[src/rtl/cardinal_nic.sv]
// One-packet-deep NIC between a CPU register port and a ring router's local port.
// Buffers use big-endian bit numbering in the packet format: packet bit 0 (the VC bit) is the MSB here.
module cardinal_nic #(
  parameter int DATA_W = 64
) (
  input  logic              clk,
  input  logic              reset,
  input  logic [1:0]        nicAddr,
  input  logic [DATA_W-1:0] nicDataIn,
  output logic [DATA_W-1:0] nicDataOut,
  input  logic              nicEn,
  input  logic              nicWrEn,
  input  logic              net_si,
  output logic              net_ri,
  input  logic [DATA_W-1:0] net_di,
  output logic              net_so,
  input  logic              net_ro,
  output logic [DATA_W-1:0] net_do,
  input  logic              net_polarity
);

  localparam logic [1:0] ADDR_IN_BUF  = 2'b00;
  localparam logic [1:0] ADDR_IN_STAT = 2'b01;
  localparam logic [1:0] ADDR_OUT_BUF = 2'b10;
  localparam logic [1:0] ADDR_OUT_STAT = 2'b11;

  logic [DATA_W-1:0] r_in_buf;
  logic              r_in_full;
  logic [DATA_W-1:0] r_out_buf;
  logic              r_out_full;

  logic w_cpu_rd;
  logic w_rd_in_buf;
  logic w_wr_out_buf;
  logic w_capture;
  logic w_drain;

  assign w_cpu_rd     = nicEn & ~nicWrEn;
  assign w_rd_in_buf  = w_cpu_rd & (nicAddr == ADDR_IN_BUF) & r_in_full;
  assign w_wr_out_buf = nicEn & nicWrEn & (nicAddr == ADDR_OUT_BUF) & ~r_out_full;
  assign w_capture    = net_si & ~r_in_full;
  assign w_drain      = net_so & net_ro;

  assign net_ri = ~r_in_full;
  assign net_do = r_out_buf;
  // VC bit is packet bit 0, i.e. the MSB of the bus
  assign net_so = r_out_full & (r_out_buf[DATA_W-1] == net_polarity);

  always_comb begin
    nicDataOut = '0;
    if (w_cpu_rd) begin
      case (nicAddr)
        ADDR_IN_BUF:   nicDataOut = r_in_buf;
        ADDR_IN_STAT:  nicDataOut = {{(DATA_W-1){1'b0}}, r_in_full};
        ADDR_OUT_BUF:  nicDataOut = '0;
        ADDR_OUT_STAT: nicDataOut = {{(DATA_W-1){1'b0}}, r_out_full};
        default:       nicDataOut = '0;
      endcase
    end
  end

  always_ff @(posedge clk or posedge reset) begin
    if (reset) begin
      r_in_buf  <= '0;
      r_in_full <= 1'b0;
    end else if (w_capture) begin
      r_in_buf  <= net_di;
      r_in_full <= 1'b1;
    end else if (w_rd_in_buf) begin
      r_in_full <= 1'b0;
    end
  end

  // A write can only land while empty, so it never collides with a drain
  always_ff @(posedge clk or posedge reset) begin
    if (reset) begin
      r_out_buf  <= '0;
      r_out_full <= 1'b0;
    end else if (w_wr_out_buf) begin
      r_out_buf  <= nicDataIn;
      r_out_full <= 1'b1;
    end else if (w_drain) begin
      r_out_full <= 1'b0;
    end
  end

endmodule

[config.mk]
export PLATFORM = sky130hd
export DESIGN_NAME = cardinal_nic
export DESIGN_NICKNAME = d
export VERILOG_FILES = /design/src/rtl/cardinal_nic.sv
export SDC_FILE = /design/constraint.sdc
export NUM_CORES = 1
export LEC_CHECK = 0
export ABC_AREA = 1
export CORE_UTILIZATION = 44
export DETAILED_ROUTE_END_ITERATION = 10
export HOLD_SLACK_MARGIN = 0.03
export PLACE_DENSITY_LB_ADDON = 0.05
export SLEW_MARGIN = 15
export SYNTH_ARGS = -nofsm -noshare
export SYNTH_HDL_FRONTEND = slang
export SYNTH_SLANG_ARGS = --single-unit
[constraint.sdc]
create_clock -name clk -period 8 [get_ports clk]
set_input_delay 2 -clock clk [delete_from_list [all_inputs] [get_ports clk]]
set_output_delay 2 -clock clk [all_outputs]
set_load 0.05 [all_outputs]
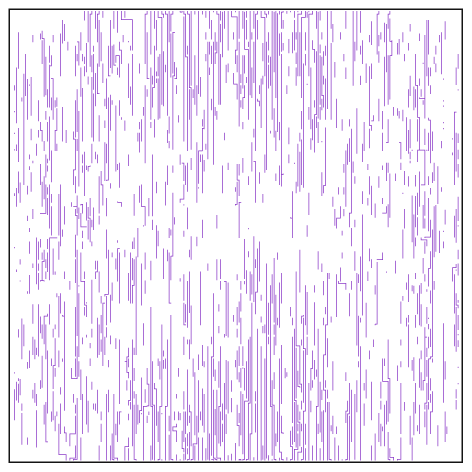
run_1/layer_met2.png
Scale: 4 px per um.
- share of all routed wire: 50%
- main direction: vertical
- longest straight run: 48.6 um

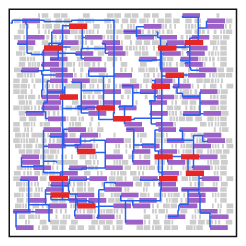
run_1/clk_routes.png
Scale: 2 px per um.
- purple: flip-flops (count 130)
- red: clock drivers (count 17)
- blue: clock wires (length 1,540 um)
- flops lie: spread over the die
- routed clock nets: 18

==> results.toml, run 1 <==
# generated from flow reports
[run_status]
status = "finished, final reports clean"

[hold_path]
hp-class = "reg2reg"

[sta]
hold_violations = 0
worst_slack_ps = 1220
tns_ps = 0
setup_violations = 0
fin_crit_ps = 6780

[synthesis]
yosys.area.top_type = "dfrtp_1"
ys_chip_area_mm2 = 0.00541
ys.flops = 130
edf_count = 0
ff_type = "dfrtp_1"
postSynthAreaPerCell_um2 = 8.41
floorplan.nets = 780
synth.most_common_cell = "nand2_1"
top_cells_by_count = "nand2_1, nor2_1, dfrtp_1, inv_1, a21oi_1"

[die]
rows = 40

[worst_setup_path]
startpoint_type = "primary input"

[route]
drtAntennaViolNets = 0
vias = 4888
routed_via_density = 4.63

[pwr]
p_int_mw = 1.71
combPwrFrac_pct = 36.7
swShare_pct = 36.8
leakage_nw = 4.32

[final_layout]
area_growth_pct = 59.5

[placed_design]
hpwl_um = 10400

[clocking]
clock-root-buffer = "clkbuf_16"
clk_latency_ps = 410
cts.path.max_buffers = 2
cts_tree = "built"

[flow_run]
maxCapViolCount = 0
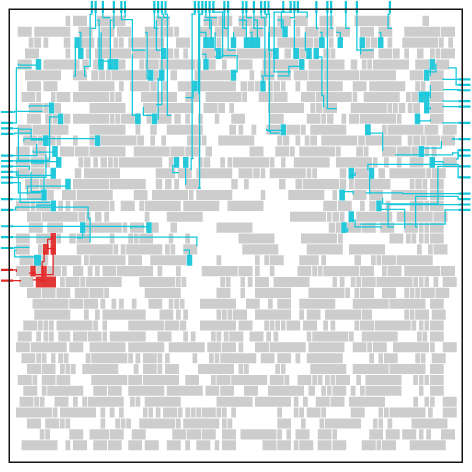
run_1/io_fan.png
Scale: 4 px per um.
- cyan: `nicDataOut` (bits 64; direction output; end cells 64; buffers 64; wire 1,280 um)
- red: `nicAddr` (bits 2; direction input; end cells 7; buffers 2; wire 35.0 um)
I/O pins: 267
PortBufs: 266

run 1: layer usage:
metal | part of all wire (%) | GRT usage [%]
met1 | 39 | 27.2
met2 | 50 | 40.4
met3 | 8.0 | 8.19
met4 | 3.5 | 12.6
met5 | 0 | 0
run 1: sequential cells by signal, indices dropped and copies added, names as in the netlist:
| register | count |
|---|---|
| r_in_full | 1 |
| r_in_buf | 64 |
| r_out_full | 1 |
| net_do | 64 |
run 1: logic make-up after synthesis:
group	count (synthesis)	synth area share (%)
buffers and inverters	106	9.62
AND/OR/NAND/NOR	342	24.2
AND-OR/OR-AND	65	6.01
flip-flops	130	60.1
run 1: metrics by stage:
step	utilization (%)	cell area, um^2	power [mW]
finish	71.9	8630	2.70
detailed placement	67.1	8060	1.98
CTS	71.8	8620	2.73
global route	71.9	8630	2.86
global placement	67.1	8060	1.95
floorplan	-	5410	1.63
run 1: worst paths after layout:
kind	slack [ps]	from	endpoint	cells past startpoint
hold reg to reg	470	net_do[34]$_DFFE_PP0P_	net_do[34]$_DFFE_PP0P_	2
hold / removal	470	net_do[34]$_DFFE_PP0P_	net_do[34]$_DFFE_PP0P_	2
max in group asynchronous	4780	reset	net_do[62]$_DFFE_PP0P_	3
setup / recovery	1220	nicAddr[1]	nicDataOut[33]	6
setup reg to reg	6390	r_out_full$_DFFE_PP0P_	net_do[4]$_DFFE_PP0P_	5
min in group asynchronous	2120	reset	net_do[48]$_DFFE_PP0P_	2
run 1: area by class of cell:
class / instances / area (um^2) / share of cell area (%)
Sequential cell: 130 / 3250 / 37.7
Tap cell: 147 / 184 / 2.13
Clock inverter: 6 / 80.1 / 0.928
Timing Repair Buffer: 270 / 2700 / 31.2
Inverter: 72 / 275 / 3.19
Clock buffer: 23 / 488 / 5.65
Multi-Input combinational cell: 407 / 1650 / 19.2
run 1: cells in the final DEF (no fill, tap or decap), types with 2 or more instances in the layout:
cell             instances
nand2_1                204
inv_1                   69
clkdlybuf4s50_1        266
clkbuf_16               17
inv_2                    2
clkbuf_1                 2
nor2_1                 131
clkbuf_8                 4
nand3_1                  2
dfrtp_1                130
a21oi_1                 64
bufinv_16                2
buf_4                    3
nand3_2                  3
clkinv_2                 4
run 1: worst max-delay path, cell delays in order:
cell and delay (ps):
clkdlybuf4s50_1 480, nor2_1 170, nand3_2 640, buf_4 490, nor2_1 130, clkdlybuf4s50_1 830
run 1: power by group through the flow:
stage          Combinational (mW)  Clock, mW  Sequential, mW
2_1_floorplan               0.387          0            1.24
3_3_place_gp                0.975          0           0.972
3_5_place_dp                0.997          0           0.979
4_1_cts                      1.00      0.757           0.971
5_1_grt                      1.08      0.788           0.994
6_report                    0.992      0.741           0.970
run_1/placement.png
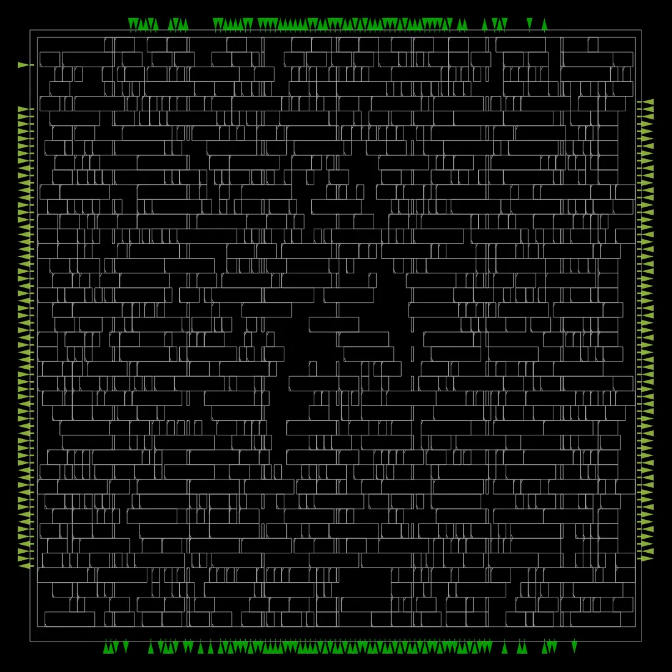

## Run 2: what changed since run 1
--- a/config.mk
+++ b/config.mk
@@ -6,7 +6,7 @@
 export NUM_CORES = 1
 export LEC_CHECK = 0
 export ABC_AREA = 1
-export CORE_UTILIZATION = 44
+export CORE_UTILIZATION = 37
 export DETAILED_ROUTE_END_ITERATION = 10
 export HOLD_SLACK_MARGIN = 0.03
 export PLACE_DENSITY_LB_ADDON = 0.05
==> constraint.sdc (replaced) <==
create_clock -name clk -period 6.2 [get_ports clk]
set_input_delay 1.55 -clock clk [delete_from_list [all_inputs] [get_ports clk]]
set_output_delay 1.55 -clock clk [all_outputs]
set_load 0.05 [all_outputs]
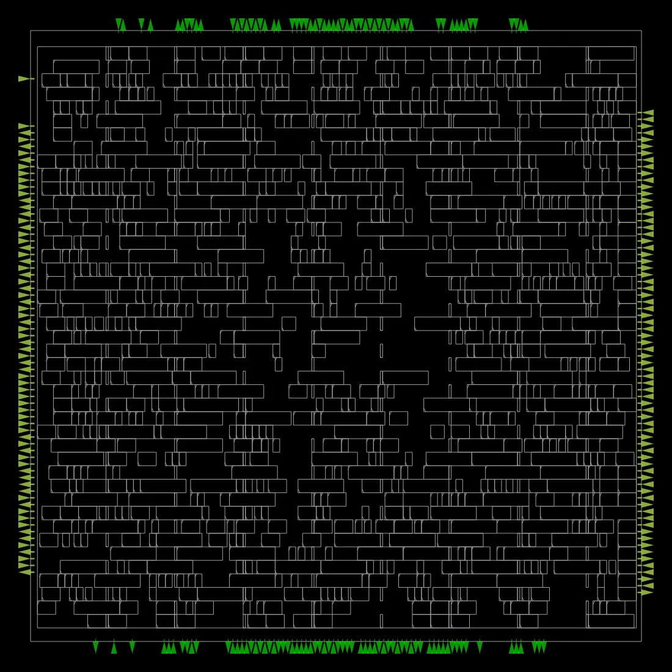
run_2/placement.png
sequential cell count: 130
Well Taps: 180
Seq/total area: 37.3%
core box area: 0.0141 mm^2

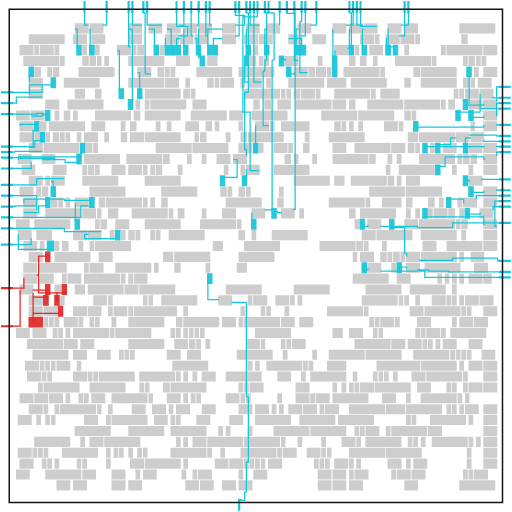
run_2/io_fan.png
Scale: 4 px per um.
- cyan: `nicDataOut` (bits 64; direction output; end cells 64; buffers 64; wire 1,210 um)
- red: `nicAddr` (bits 2; direction input; end cells 7; buffers 2; wire 60.2 um)

==> results.toml, run 2 <==
# generated from flow reports
[worst_setup_path]
end_kind = "primary output"
crit_chain = "clkdlybuf4s50_1 -> nor2_1 -> nand3_2 -> buf_4 -> nor2_1 -> clkdlybuf4s50_1"
path_buffers = 3
cp_top_family = "buffers and inverters"
startpoint_type = "primary input"

[route]
drtAntennaViolNets = 0
routed_via_density = 4.46
vias = 4886

[hold_path]
hp-class = "reg2reg"

[synthesis]
top_cells_by_count = "nand2_1, nor2_1, dfrtp_1, inv_1, a21oi_1"
ff_type = "dfrtp_1"
postSynthAreaPerCell_um2 = 8.41
floorplan.nets = 780
yosys.area.top_type = "dfrtp_1"
ys.flops = 130
ys_chip_area_mm2 = 0.00541
synth.most_common_cell = "nand2_1"

[placed_design]
io_buffers = 266

[final_layout]
mostFrequentLayoutCells = "clkdlybuf4s50_1, nand2_1, nor2_1"
n_antenna_cell = 0
layout_top_cell = "clkdlybuf4s50_1"

[sta]
fin_crit_ps = 5600
worst_slack_ps = 602
hold_violations = 0
tns_ps = 0
setup_violations = 0

[clocking]
clock-root-buffer = "clkbuf_16"
post-cts-setup-buffers = 0
cts_tree = "built"

[run_status]
status = "finished, final reports clean"

[die]
num_io_pins = 267

[flow_run]
warning_count = 26
maxCapViolCount = 0

[pwr]
leakage_nw = 4.34
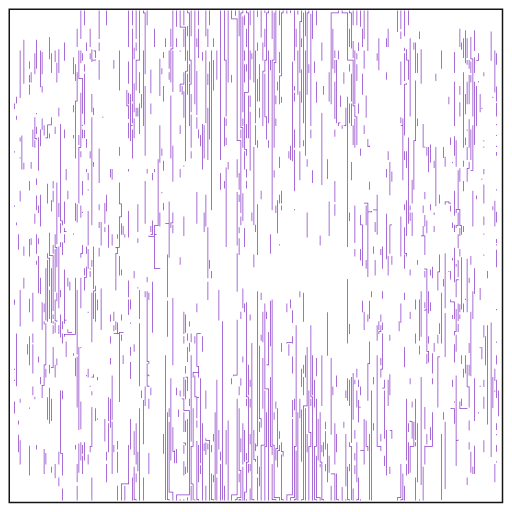
run_2/layer_met2.png
Scale: 4 px per um.
- main direction: vertical
- share of all routed wire: 49%
- wire length on this layer: 7,070 um
- longest straight run: 44.5 um

==> run 2: logic make-up (layout without fill, tap and decap cells) <==
| kind of cell | after synthesis | in the layout | share of synthesized area, % |
|---|---|---|---|
| AND-OR/OR-AND | 65 | 65 | 6.01 |
| AND/OR/NAND/NOR | 342 | 342 | 24.2 |
| flip-flops | 130 | 130 | 60.1 |
| buffers and inverters | 106 | 378 | 9.62 |
==> run 2: routing by layer <==
layer	GRT usage, %	part of all wire (%)
met1	23.5	41
met2	33.9	49
met3	7.10	8.8
met4	8.00	1.6
met5	0	0
==> run 2: cell type report <==
| cell class | instances | area (um^2) |
|---|---|---|
| Clock buffer | 23 | 498 |
| Clock inverter | 9 | 103 |
| Multi-Input combinational cell | 407 | 1650 |
| Timing Repair Buffer | 274 | 2720 |
| Fill cell | 1220 | 5370 |
| Sequential cell | 130 | 3250 |
| Inverter | 72 | 273 |
| Tap cell | 180 | 225 |
==> run 2: power by group <==
part           switching, mW  internal (mW)
clock                  0.344          0.642
combinational          0.839          0.432
sequential             0.104           1.15
==> run 2: stage by stage <==
stage	instance area, um^2	power, mW	instances	hold slack (ps)	util, %
after floorplan	5410	2.10	643	442	-
after global placement	8130	2.52	1063	452	57.7
after detailed placement	8130	2.55	1063	457	57.7
after CTS	8730	3.55	1095	471	61.9
after global routing	8730	3.72	1095	487	61.9
final	8730	3.51	1095	468	61.9
==> run 2: path summary, 6_finish.rpt <==
check	start	end	slack, ps	depth (start not counted)
max reg2reg	r_in_full$_DFFE_PP0P_	r_in_buf[52]$_DFFE_PP0P_	4300	5
min in group asynchronous	reset	net_do[28]$_DFFE_PP0P_	1570	2
min	net_do[58]$_DFFE_PP0P_	net_do[58]$_DFFE_PP0P_	470	2
min reg2reg	net_do[58]$_DFFE_PP0P_	net_do[58]$_DFFE_PP0P_	470	2
max in group asynchronous	reset	r_in_buf[20]$_DFFE_PP0P_	3600	3
max	nicAddr[1]	nicDataOut[48]	600	6
==> run 2: worst reg2reg max path, cell delays in order, from the launching register on <==
cell     delay, ps
dfrtp_1        350
inv_1          100
nand2_4        400
buf_4          680
nor2_1         120
a21oi_1        160
## Run 3: what changed since run 2
--- a/config.mk
+++ b/config.mk
@@ -8,7 +8,7 @@
 export ABC_AREA = 1
 export CORE_UTILIZATION = 37
 export DETAILED_ROUTE_END_ITERATION = 10
-export HOLD_SLACK_MARGIN = 0.03
+export HOLD_SLACK_MARGIN = 0.05
 export PLACE_DENSITY_LB_ADDON = 0.05
 export SLEW_MARGIN = 15
 export SYNTH_ARGS = -nofsm -noshare
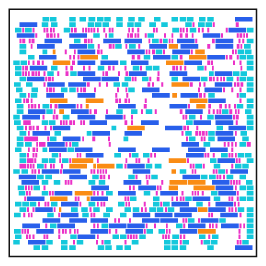
run_3/placement_by_type.png
Scale: 2 px per um.
- blue: sequential cells (cells 130)
- magenta: combinational and other logic (cells 479)
- cyan: remaining buffers and delay cells (cells 274)
- orange: clock drivers and dummy loads (cells 32)
Rows: 43
Final Cell Area: 0.00873 mm^2

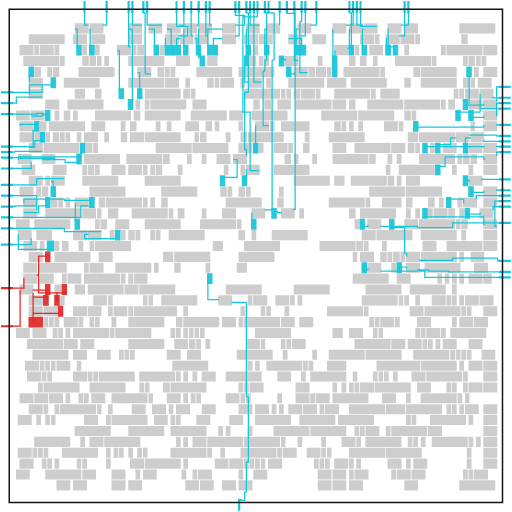
run_3/io_fan.png
Scale: 4 px per um.
- red: `nicAddr` (bits 2; direction input; end cells 7; buffers 2; wire 60.2 um)
- cyan: `nicDataOut` (bits 64; direction output; end cells 64; buffers 64; wire 1,210 um)

==> results.toml, run 3 <==
# generated from flow reports
[synthesis]
floorplan.nets = 780
ff_type = "dfrtp_1"
yosys.area.top_type = "dfrtp_1"
synth.most_common_cell = "nand2_1"
ys_chip_area_mm2 = 0.00541
postSynthAreaPerCell_um2 = 8.41

[flow_run]
warning_count = 26

[sta]
hold_ws_ps = 468
setup_violations = 0
fin_crit_ps = 5600
hold_violations = 0

[route]
route.met2.wl_um = 7070
met3_wirelength_um = 1280
top_layer_used = "met4"
routed_via_density = 4.46

[final_layout]
layout_top_cell = "clkdlybuf4s50_1"
n_antenna_cell = 0
instances_no_fill = 1095

[placed_design]
dp.cells = 1063
io_buffers = 266

[hold_path]
worstHoldEndpoint = "net_do[58]$_DFFE_PP0P_"
hp-start = "net_do[58]$_DFFE_PP0P_"

[worst_setup_path]
startpoint_type = "primary input"
r2r_slack_ps = 4300
end_kind = "primary output"

[pwr]
leakage_nw = 4.34

[die]
coreArea_mm2 = 0.0141
num_io_pins = 267

[clocking]
clock-root-buffer = "clkbuf_16"

[run_status]
status = "finished, final reports clean"
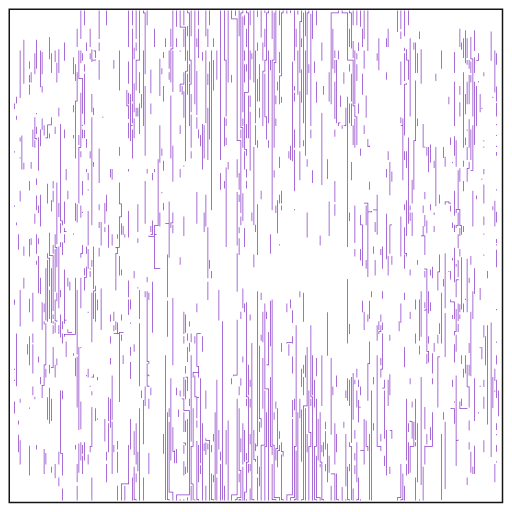
run_3/layer_met2.png
Scale: 4 px per um.
met2 Use GR: 33.9%
vias post-DR: 4,886
Detailed Route WL: 14,600 um

run 3: cell type report:
type	count	area [um^2]	area share (%)
inverter	72	273	3.13
multi-input combinational	407	1650	19.0
timing repair buffer	274	2720	31.2
sequential	130	3250	37.3
clock inverter	9	103	1.18
clock buffer	23	498	5.71
tap	180	225	2.58
run 3: critical path, stage by stage:
cell and delay (ps):
clkdlybuf4s50_1 490, nor2_1 160, nand3_2 480, buf_4 400, nor2_1 130, clkdlybuf4s50_1 820
run 3: worst max path at each step:
stage,end,start,depth (start not counted),slack (ps)
2_1_floorplan,net_do[0]$_DFFE_PP0P_,reset,1,1180
3_3_place_gp,nicDataOut[26],nicAddr[1],6,630
3_5_place_dp,nicDataOut[48],nicAddr[1],6,580
4_1_cts,nicDataOut[48],nicAddr[1],6,580
5_1_grt,nicDataOut[48],nicAddr[1],6,420
6_report,nicDataOut[48],nicAddr[1],6,600
run 3: cell families after synthesis:
kind of cell | synth area share [%]
buffers and inverters | 9.62
and+or+nand+nor | 24.2
DFF | 60.1
AOI/OAI and AO/OA | 6.01
run 3: report_power, final:
group | switching, mW | total (mW) | internal [mW]
Combinational | 0.839 | 1.27 | 0.432
Sequential | 0.104 | 1.25 | 1.15
Clock | 0.344 | 0.986 | 0.642
Total | 1.29 | 3.51 | 2.22
run 3: through the flow:
stage	area, um^2	worst slack [ps]	utilization, %	power (mW)
after floorplan	5410	1180	-	2.10
after global placement	8130	635	57.7	2.52
after detailed placement	8130	579	57.7	2.55
after CTS	8730	579	61.9	3.55
after global routing	8730	418	61.9	3.72
final	8730	602	61.9	3.51
run 3: per-layer routing:
layer | vias to the layer above | global-route usage, %
li1 | 2436 | -
met3 | 16 | 7.10
met5 | - | 0
met2 | 168 | 33.9
met4 | 0 | 8.00
met1 | 2266 | 23.5
No activity file was given, so power comes from the tool's default toggle rates.
